**Routing congestion map**

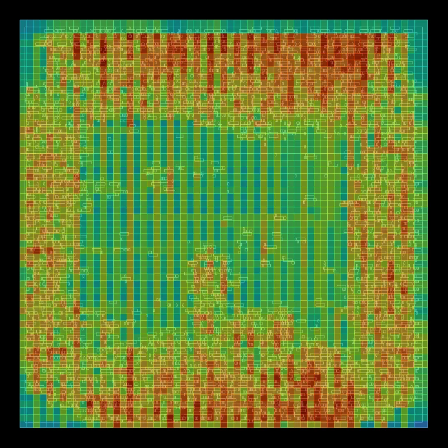
**Nets reached from selected ports**

Drawn at 1 px/µm.
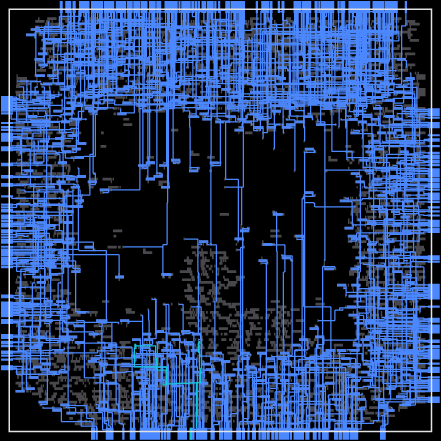
**Placement density heat map**

Drawn at 1 px/µm. 21 x 21 tiles, from dark blue (low) to red (high), 0 to 100% covered.
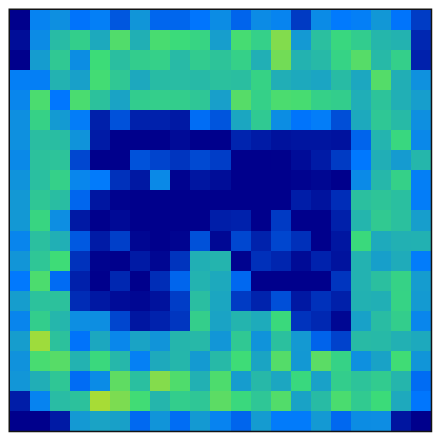
File: config.mk
export PLATFORM = sky130hd
export DESIGN_NAME = split_candidate_gen_flat
export DESIGN_NICKNAME = d
export VERILOG_FILES = /design/src/rtl/split_gen_pkg.sv /design/src/rtl/split_candidate_gen_if.sv /design/src/rtl/split_lfsr32.sv /design/src/rtl/split_candidate_gen.sv /design/src/flat_wrapper.sv
export SDC_FILE = /design/constraint.sdc
export NUM_CORES = 2
export LEC_CHECK = 0
export ABC_CLOCK_PERIOD_IN_PS = 3100
export CAP_MARGIN = 20
export CELL_PAD_IN_SITES_DETAIL_PLACEMENT = 0
export CELL_PAD_IN_SITES_GLOBAL_PLACEMENT = 1
export CORE_MARGIN = 5
export CORE_UTILIZATION = 25
export CTS_CLUSTER_SIZE = 40
export DETAILED_ROUTE_END_ITERATION = 12
export DONT_BUFFER_PORTS = 1
export GPL_ROUTABILITY_DRIVEN = 0
export MAX_ROUTING_LAYER = met4
export PLACE_DENSITY = 0.53
export SETUP_SLACK_MARGIN = 0.4
export SYNTH_ARGS = -nofsm -noshare
export SYNTH_HDL_FRONTEND = slang
export SYNTH_SLANG_ARGS = --single-unit
File: constraint.sdc
create_clock -name clk -period 3.1 [get_ports clk]
set_input_delay 0.465 -clock clk [delete_from_list [all_inputs] [get_ports clk]]
set_output_delay 0.465 -clock clk [all_outputs]
set_load 0.1 [all_outputs]
File: src/rtl/split_gen_pkg.sv
// Shared definitions for the split constraint checker stimulus stage.
//   state_e      : generator FSM states
//   LFSR_MASK    : Galois feedback mask for x^32+x^22+x^2+x+1
//   DEFAULT_SEED : LFSR value after reset and replacement for a zero seed
//   VAR_W/VAR_LSB: field widths and bit offsets of var_0..var_19 within a
//                  512-bit candidate (var_0 in the LSBs)
//   lfsr_next    : one right-shifting Galois step
//   var_slice    : extracts var_N from a candidate, zero-extended to 32 bits
package split_gen_pkg;

   typedef enum logic [1:0] {
      ST_IDLE  = 2'd0,
      ST_FILL  = 2'd1,
      ST_CHECK = 2'd2,
      ST_EMIT  = 2'd3
   } state_e;

   localparam logic [31:0] LFSR_MASK    = 32'h8020_0003;
   localparam logic [31:0] DEFAULT_SEED = 32'hACE1_2468;

   localparam int unsigned NUM_VARS = 32'd20;

   localparam int unsigned VAR_W [NUM_VARS] = '{
      32'd28, 32'd24, 32'd27, 32'd26, 32'd17, 32'd20, 32'd30, 32'd25, 32'd26, 32'd30,
      32'd30, 32'd32, 32'd32, 32'd21, 32'd19, 32'd19, 32'd32, 32'd24, 32'd26, 32'd24
   };

   localparam int unsigned VAR_LSB [NUM_VARS] = '{
      32'd0,   32'd28,  32'd52,  32'd79,  32'd105, 32'd122, 32'd142, 32'd172, 32'd197, 32'd223,
      32'd253, 32'd283, 32'd315, 32'd347, 32'd368, 32'd387, 32'd406, 32'd438, 32'd462, 32'd488
   };

   function automatic logic [31:0] lfsr_next(input logic [31:0] v);
      return {1'b0, v[31:1]} ^ (v[0] ? LFSR_MASK : 32'h0000_0000);
   endfunction

   function automatic logic [31:0] var_slice(input logic [511:0] c, input int unsigned idx);
      logic [511:0] sh;
      logic [31:0]  mask;
      sh   = c >> VAR_LSB[idx];
      mask = (VAR_W[idx] == 32'd32) ? 32'hFFFF_FFFF : ((32'd1 << VAR_W[idx]) - 32'd1);
      return sh[31:0] & mask;
   endfunction

endpackage

File: src/rtl/split_candidate_gen_if.sv
// Solution output port of the candidate generator.
//   sol_valid : solution available (producer)
//   sol_data  : accepted candidate (producer)
//   sol_ready : consumer accepts the solution
// master = generator side, slave = consumer side.
interface split_candidate_gen_if
   import split_gen_pkg::*;
#(
   parameter int unsigned TOTAL_W = 32'd512
);
   logic               sol_valid;
   logic               sol_ready;
   logic [TOTAL_W-1:0] sol_data;

   modport master (output sol_valid, output sol_data, input sol_ready);
   modport slave  (input sol_valid, input sol_data, output sol_ready);
endinterface

File: src/rtl/split_lfsr32.sv
// 32-bit Galois LFSR with zero-seed guard.
//   clk, rst_n : clock, asynchronous active-low reset (q returns to INIT)
//   load, seed : load seed; a zero seed loads INIT instead (zero is a lock-up state)
//   step       : advance one Galois step (load wins over step)
//   q          : current LFSR value
module split_lfsr32
   import split_gen_pkg::*;
#(
   parameter logic [31:0] INIT = split_gen_pkg::DEFAULT_SEED
)(
   input  logic        clk,
   input  logic        rst_n,
   input  logic        load,
   input  logic [31:0] seed,
   input  logic        step,
   output logic [31:0] q
);

   logic [31:0] lfsr_r;

   // LFSR state: load, step or hold
   always_ff @(posedge clk or negedge rst_n) begin
      if (!rst_n) begin
         lfsr_r <= INIT;
      end else if (load) begin
         lfsr_r <= (seed == 32'h0000_0000) ? INIT : seed;
      end else if (step) begin
         lfsr_r <= lfsr_next(lfsr_r);
      end else begin
         lfsr_r <= lfsr_r;
      end
   end

   assign q = lfsr_r;

endmodule

File: src/rtl/split_candidate_gen.sv
// Stimulus stage for a split constraint checker: shifts LFSR words into a
// candidate, lets the checker settle, samples its verdict and either emits
// the candidate on the solution port or regenerates it, up to MAX_TRIES.
// Ports:
//   clk, rst_n      : clock, asynchronous active-low reset
//   start, abort    : begin a solve (IDLE only) / return to IDLE from anywhere
//   seed_load, seed : reseed the LFSR (IDLE only, beats start)
//   cand, chk_x     : candidate to the checker / checker verdict
//   sol_if          : solution valid/ready/data port (master)
//   busy, fail      : not idle / one-cycle pulse when tries are exhausted
//   tries           : candidates checked in the current solve
//   reject_cnt      : rejected-candidate count, only when SPLIT_GEN_STATS_EN is defined
module split_candidate_gen
   import split_gen_pkg::*;
#(
   parameter int unsigned TOTAL_W      = 32'd512,
   parameter int unsigned CHECK_LAT    = 32'd1,
   parameter int unsigned MAX_TRIES    = 32'd64,
   parameter logic [31:0] DEFAULT_SEED = split_gen_pkg::DEFAULT_SEED,
   parameter bit          CONTINUOUS   = 1'b0
)(
   input  logic                  clk,
   input  logic                  rst_n,
   input  logic                  start,
   input  logic                  abort,
   input  logic                  seed_load,
   input  logic [31:0]           seed,
   output logic [TOTAL_W-1:0]    cand,
   input  logic                  chk_x,
   split_candidate_gen_if.master sol_if,
   output logic                  busy,
   output logic                  fail,
   output logic [15:0]           tries
`ifdef SPLIT_GEN_STATS_EN
   ,
   output logic [31:0]           reject_cnt
`endif
);

   localparam int unsigned WORDS = TOTAL_W / 32'd32;

   state_e              state_r, state_s;
   logic [15:0]         word_cnt_r;
   logic [3:0]          lat_cnt_r;
   logic [TOTAL_W-1:0]  cand_r;
   logic [TOTAL_W-1:0]  sol_data_r;
   logic                sol_valid_r;
   logic                fail_r;
   logic [15:0]         tries_r;
   logic [31:0]         lfsr_q_s;
   logic [16:0]         next_try_s;
   logic                last_word_s, last_lat_s;
   logic                lfsr_load_s, lfsr_step_s, shift_s, sample_s;
   logic                pass_s, fail_s, handshake_s, clr_tries_s;

   split_lfsr32 #(.INIT(DEFAULT_SEED)) u_lfsr (
      .clk   (clk),
      .rst_n (rst_n),
      .load  (lfsr_load_s),
      .seed  (seed),
      .step  (lfsr_step_s),
      .q     (lfsr_q_s)
   );

   assign last_word_s = (word_cnt_r == 16'(WORDS - 32'd1));
   assign last_lat_s  = (lat_cnt_r == 4'(CHECK_LAT - 32'd1));
   // Count including the sample about to be taken, so the retry decision
   // sees the attempt that just finished.
   assign next_try_s  = {1'b0, tries_r} + 17'd1;

   // FSM state register
   always_ff @(posedge clk or negedge rst_n) begin
      if (!rst_n) begin
         state_r <= ST_IDLE;
      end else begin
         state_r <= state_s;
      end
   end

   // Next state and datapath strobes; abort overrides every other request
   always_comb begin
      state_s     = state_r;
      lfsr_load_s = 1'b0;
      lfsr_step_s = 1'b0;
      shift_s     = 1'b0;
      sample_s    = 1'b0;
      pass_s      = 1'b0;
      fail_s      = 1'b0;
      handshake_s = 1'b0;
      clr_tries_s = 1'b0;
      if (abort) begin
         state_s = ST_IDLE;
      end else begin
         case (state_r)
            ST_IDLE: begin
               if (seed_load) begin
                  lfsr_load_s = 1'b1;
               end else if (start) begin
                  clr_tries_s = 1'b1;
                  state_s     = ST_FILL;
               end else begin
                  state_s = ST_IDLE;
               end
            end
            ST_FILL: begin
               shift_s     = 1'b1;
               lfsr_step_s = 1'b1;
               if (last_word_s) begin
                  state_s = ST_CHECK;
               end else begin
                  state_s = ST_FILL;
               end
            end
            ST_CHECK: begin
               if (last_lat_s) begin
                  sample_s = 1'b1;
                  if (chk_x) begin
                     pass_s  = 1'b1;
                     state_s = ST_EMIT;
                  end else if (next_try_s < 17'(MAX_TRIES)) begin
                     state_s = ST_FILL;
                  end else begin
                     fail_s  = 1'b1;
                     state_s = ST_IDLE;
                  end
               end else begin
                  state_s = ST_CHECK;
               end
            end
            ST_EMIT: begin
               if (sol_valid_r && sol_if.sol_ready) begin
                  handshake_s = 1'b1;
                  if (CONTINUOUS) begin
                     clr_tries_s = 1'b1;
                     state_s     = ST_FILL;
                  end else begin
                     state_s = ST_IDLE;
                  end
               end else begin
                  state_s = ST_EMIT;
               end
            end
            default: begin
               state_s = ST_IDLE;
            end
         endcase
      end
   end

   // Word and settle-latency counters; cleared on abort so a new solve starts clean
   always_ff @(posedge clk or negedge rst_n) begin
      if (!rst_n) begin
         word_cnt_r <= 16'd0;
         lat_cnt_r  <= 4'd0;
      end else if (abort) begin
         word_cnt_r <= 16'd0;
         lat_cnt_r  <= 4'd0;
      end else begin
         if (shift_s) begin
            word_cnt_r <= last_word_s ? 16'd0 : word_cnt_r + 16'd1;
         end
         if (state_r == ST_CHECK) begin
            lat_cnt_r <= last_lat_s ? 4'd0 : lat_cnt_r + 4'd1;
         end
      end
   end

   // Candidate shift register, solution capture and status outputs
   always_ff @(posedge clk or negedge rst_n) begin
      if (!rst_n) begin
         cand_r      <= '0;
         sol_data_r  <= '0;
         sol_valid_r <= 1'b0;
         fail_r      <= 1'b0;
         tries_r     <= 16'd0;
      end else begin
         if (shift_s) begin
            cand_r <= {cand_r[TOTAL_W-33:0], lfsr_q_s};
         end
         if (pass_s) begin
            sol_data_r <= cand_r;
         end
         if (abort) begin
            sol_valid_r <= 1'b0;
         end else if (pass_s) begin
            sol_valid_r <= 1'b1;
         end else if (handshake_s) begin
            sol_valid_r <= 1'b0;
         end
         fail_r <= fail_s;
         if (clr_tries_s) begin
            tries_r <= 16'd0;
         end else if (sample_s) begin
            tries_r <= (tries_r == 16'hFFFF) ? tries_r : tries_r + 16'd1;
         end
      end
   end

`ifdef SPLIT_GEN_STATS_EN
   logic [31:0] reject_cnt_r;

   // Lifetime count of rejected candidates, saturating, cleared only by reset
   always_ff @(posedge clk or negedge rst_n) begin
      if (!rst_n) begin
         reject_cnt_r <= 32'd0;
      end else if (sample_s && !chk_x && (reject_cnt_r != 32'hFFFF_FFFF)) begin
         reject_cnt_r <= reject_cnt_r + 32'd1;
      end
   end

   assign reject_cnt = reject_cnt_r;
`endif

   assign cand             = cand_r;
   assign sol_if.sol_valid = sol_valid_r;
   assign sol_if.sol_data  = sol_data_r;
   assign busy             = (state_r != ST_IDLE);
   assign fail             = fail_r;
   assign tries            = tries_r;

endmodule

File: src/flat_wrapper.sv
// flat-port wrapper written by rule: the top's interface ports become plain ports
module split_candidate_gen_flat import split_gen_pkg::*;
#(
   parameter int unsigned TOTAL_W      = 32'd512,
   parameter int unsigned CHECK_LAT    = 32'd1,
   parameter int unsigned MAX_TRIES    = 32'd64,
   parameter logic [31:0] DEFAULT_SEED = split_gen_pkg::DEFAULT_SEED,
   parameter bit          CONTINUOUS   = 1'b0
)
  (clk, rst_n, start, abort, seed_load, seed, cand, chk_x, busy, fail, tries, sol_if_sol_valid, sol_if_sol_data, sol_if_sol_ready);
  split_candidate_gen_if #(.TOTAL_W(TOTAL_W)) sol_if_i ();
  input  logic clk;
  input  logic rst_n;
  input  logic start;
  input  logic abort;
  input  logic seed_load;
  input  logic [31:0] seed;
  output logic [TOTAL_W-1:0] cand;
  input  logic chk_x;
  output logic busy;
  output logic fail;
  output logic [15:0] tries;
  output wire logic [$bits(sol_if_i.sol_valid)-1:0] sol_if_sol_valid;
  output wire logic [$bits(sol_if_i.sol_data)-1:0] sol_if_sol_data;
  input wire logic [$bits(sol_if_i.sol_ready)-1:0] sol_if_sol_ready;
  assign sol_if_sol_valid = sol_if_i.sol_valid;
  assign sol_if_sol_data = sol_if_i.sol_data;
  assign sol_if_i.sol_ready = sol_if_sol_ready;
  split_candidate_gen #(.TOTAL_W(TOTAL_W), .CHECK_LAT(CHECK_LAT), .MAX_TRIES(MAX_TRIES), .DEFAULT_SEED(DEFAULT_SEED), .CONTINUOUS(CONTINUOUS)) u_core (.clk(clk), .rst_n(rst_n), .start(start), .abort(abort), .seed_load(seed_load), .seed(seed), .cand(cand), .chk_x(chk_x), .sol_if(sol_if_i), .busy(busy), .fail(fail), .tries(tries));
endmodule
==> run_results.csv <==
group,metric,value,unit
status,status,"finished with violations",
status,violations,"negative hold slack",
timing,min_period_over_period,80.1,%
critical_path,cp_common_cell,"nand2_1",
critical_path,arrival,3130,ps
min_path,hp-class,"input port to async pin",
synth,mux_share,0.0949,%
grt,overflow,0,
clock_tree,clk_latency,770,ps
clock_tree,cts.sinks,1096,
clock_tree,root_buffer,"clkbuf_16",
critical_path,crit_chain,"inv_1 > ha_1 > or3b_1 > nor3_4 > nand2_8 > buf_12 > nand2_1 > nand2_1",
detailed_routing,route.vias.total,33300,
clock_tree,post_cts_resized,0,
pwr,p_comb_share,17.6,%
timing,clock_skew,20.9,ps
timing,finalHoldViolCount,371,
final_layout,n_fill_cell,17700,
detailed_routing,via_per_inst,4.50,
synth,ys.flops,1096,
clock_tree,clk_path_buf_depth,3,
synth,ys_cells,4779,
pwr,switching_share,54.0,%
detailed_routing,drt_iter0_drc,2894,
clock_tree,cts.clk_slew.worst_paths,60,ps
pwr,p_leak,28.8,nW
synth,fp_nets,4822,
floorplanning,fp-utilization,25.2,%
pwr,peakVddDrop,0.613,mV
grt,grt_max_degree,1097,
synth,yosys_warnings,0,
floorplanning,die_area,0.177,mm²
final_layout,layout-drive-gt1-share,12.3,%
synth,ys_sh_xor,0.228,%
final_layout,comb_area,0.0136,mm²
pwr,pwr-share-clk,24.6,%
synth,area_leaders,"dfrtp_1, nand2_1, buf_2, clkbuf_1, dfstp_2",
run,openroad.warnings,41,
timing,hold_ws,-606,ps
final_layout,nets,5157,
synth,yosys-stat-area,0.0422,mm²
floorplanning,core.rowCount,150,
grt,grt_pass1_vias,33300,
timing,tns,0,ps
detailed_routing,antenna_left,0,
final_layout,flop_area,0.0274,mm²
floorplanning,core,0.167,mm²
clock_tree,cts_inserted_buffers,135,
grt,antenna_found_initial,0,
timing,rsz0062_at_grt,"false",
synth,common_cells,"nand2_1, dfrtp_1, clkbuf_1, buf_2, o21ai_0",
detailed_routing,first_pass_iters,6,
clock_tree,cts_tree,"yes",
synth,syn_area_per_cell,8.82,µm²
synth,most_common_cell,"nand2_1",
synth,edf_count,0,
synth,synth-async-reset-ratio,100,%
synth,synth_cells,4779,
detailed_routing,wl,181,mm
synth,yosysUniqueCellTypes,57,
place,placed_area,0.0472,mm²
critical_path,max_stage_delay,410,ps
place,hpwlAfterDp,126,mm
clock_tree,htree_levels,4,
synth,ys_seq_share,65.1,%
synth,synth_simple_gate_area_share,30.1,%
place,io_buffers,0,
pwr,internal_power,29.5,mW
pwr,switchingPower,34.6,mW
timing,fmax,0.403,GHz
critical_path,crit_type,"register to register",
critical_path,cp_max_fo,69,
run,maxCapViolations,0,
synth,ys_sh_aoi,1.60,%
final_layout,finalInstanceArea,0.0521,mm²
critical_path,required,3750,ps
timing,min_period,2480,ps
timing,worst_pin_slew,1260,ps
critical_path,cp-start-kind,"register",
timing,finalSetupViolCount,0,
synth,ys_sh_adder,0.119,%
synth,flop_cell,"dfrtp_1",
clock_tree,cts_hold_buf,37,
synth,synthesis.area,0.0422,mm²
floorplanning,pin_count,1082,
pwr,power_density,1230,mW/mm²
critical_path,cp_slowest_cell,"dfrtp_1",
synth,yosysTopAreaCell,"dfrtp_1",
timing,slew_viol_final,0,
synth,logic_family,"simple AND/OR/NAND/NOR gates",
floorplanning,die_h,421,µm
clock_tree,post_cts_buffers,0,
synth,yosysTopAreaCellShare,64.3,%
grt,grt_pass1_wl,256,mm
final_layout,n_antenna_cell,0,
critical_path,endpoint_kind,"register",
detailed_routing,drc_errors,0,
floorplanning,die_w,421,µm
final_layout,area_delta_synth_final,23.6,%
pwr,seq_power_share,57.8,%
timing,max-slew-margin-rel,16.0,%
Notes on 'routing congestion map' above:
M2 GR Usage: 34.6%
total track usage: 20.3%
wire per inst: 24.4 µm
grt met1 use: 23.2%

Notes on 'nets reached from selected ports' above:
- `seed_load`: cyan (direction input; end cells 3; wire 274 µm)
- `cand`: blue (direction output; end cells 512; wire 59.8 mm)

Notes on 'placement density heat map' above:
- nearly empty tiles: 13%
- emptiest ninth of the die: middle
- fullest tile: 64%

==> cell usage in the layout, fill, tap and decap left out, types with 27 or more instances in the layout <==
cell type / netlist / layout
buf_12: 0 / 27
buf_4: 0 / 367
clkbuf_1: 116 / 28
clkbuf_16: 0 / 140
clkbuf_8: 0 / 30
dfrtp_1: 1083 / 1080
dlygate4sd3_1: 0 / 37
nand2_1: 3150 / 3149
nand3_1: 35 / 35
nor2_1: 31 / 29
o21ai_0: 37 / 37
==> worst max-delay path: cells and delay by family, from the launching register on <==
kind / cells / cell delay, ps
flip-flops: 1 / 410
adder cells (fa/ha/maj): 1 / 150
AND/OR/NAND/NOR: 5 / 1250
buffers and inverters: 2 / 420
==> cell families (layout without fill, tap and decap cells) <==
kind of cell,after synthesis,count (layout)
and+or+nand+nor,3300,3300
DFF,1096,1096
buffers and inverters,257,680
AOI/OAI and AO/OA,107,107
xor gates and xnor gates,11,11
adders and majority gates,4,4
muxes,4,4
==> through the flow <==
stage               worst slack [ps]  util [%]  std cells  hold slack (ps)  power (mW)
finish                           616      31.1       7406             -606        64.0
CTS                              582      31.0       7398             -667        64.6
global placement                 693      28.1       7122              201        48.2
floorplan                        421         -       4779              169        40.6
detailed placement               615      28.2       7136              200        48.5
global route                     438      31.1       7406             -687        66.3
==> sequential cells by signal (all words and copies together), names as in the netlist <==
name / flops
u_core.fail: 1
u_core.sol_if.sol_valid: 1
u_core.state_r: 2
u_core.u_lfsr.q: 32
u_core.lat_cnt_r: 4
u_core.sol_if.sol_data: 512
u_core.cand: 512
u_core.word_cnt_r: 16
u_core.tries: 16
==> layout make-up <==
type | instances | area share [%]
clock buffer | 197 | 7.71
clock inverter | 28 | 0.619
inverter | 8 | 0.0576
multi-input combinational | 3426 | 26.0
sequential | 1096 | 52.7
tap | 2204 | 5.29
timing repair buffer | 447 | 7.63
==> layer usage <==
layer	routed length (µm)	track usage, %	vias to the layer above
met5	0	-	-
li1	-	-	15300
met2	92300	34.6	1038
met1	68900	23.2	16700
met3	14200	6.15	247
met4	5140	5.96	0
==> path summary, 6_finish.rpt <==
check	start	endpoint	slack, ps	cells past startpoint
worst max register to register	u_core.lat_cnt_r[0]	u_core.sol_if.sol_data[173]	620	8
worst min-delay path	rst_n	u_core.sol_if.sol_data[481]	-610	0
min in group clk	abort	u_core.fail	110	3
worst min register to register	u_core.u_lfsr.q[7]	u_core.u_lfsr.q[7]	470	2
max in group asynchronous	rst_n	u_core.sol_if.sol_data[206]	720	3
worst max-delay path	u_core.lat_cnt_r[0]	u_core.sol_if.sol_data[173]	620	8
==> power by group through the flow <==
| stage | logic (mW) | registers [mW] | clock network [mW] |
|---|---|---|---|
| 2_1_floorplan | 2.86 | 37.8 | 0 |
| 3_3_place_gp | 10.2 | 38.0 | 0 |
| 3_5_place_dp | 11.0 | 37.6 | 0 |
| 4_1_cts | 11.1 | 37.3 | 16.3 |
| 5_1_grt | 12.2 | 37.3 | 16.8 |
| 6_report | 11.3 | 37.0 | 15.8 |
Power and IR drop assume default switching activity.
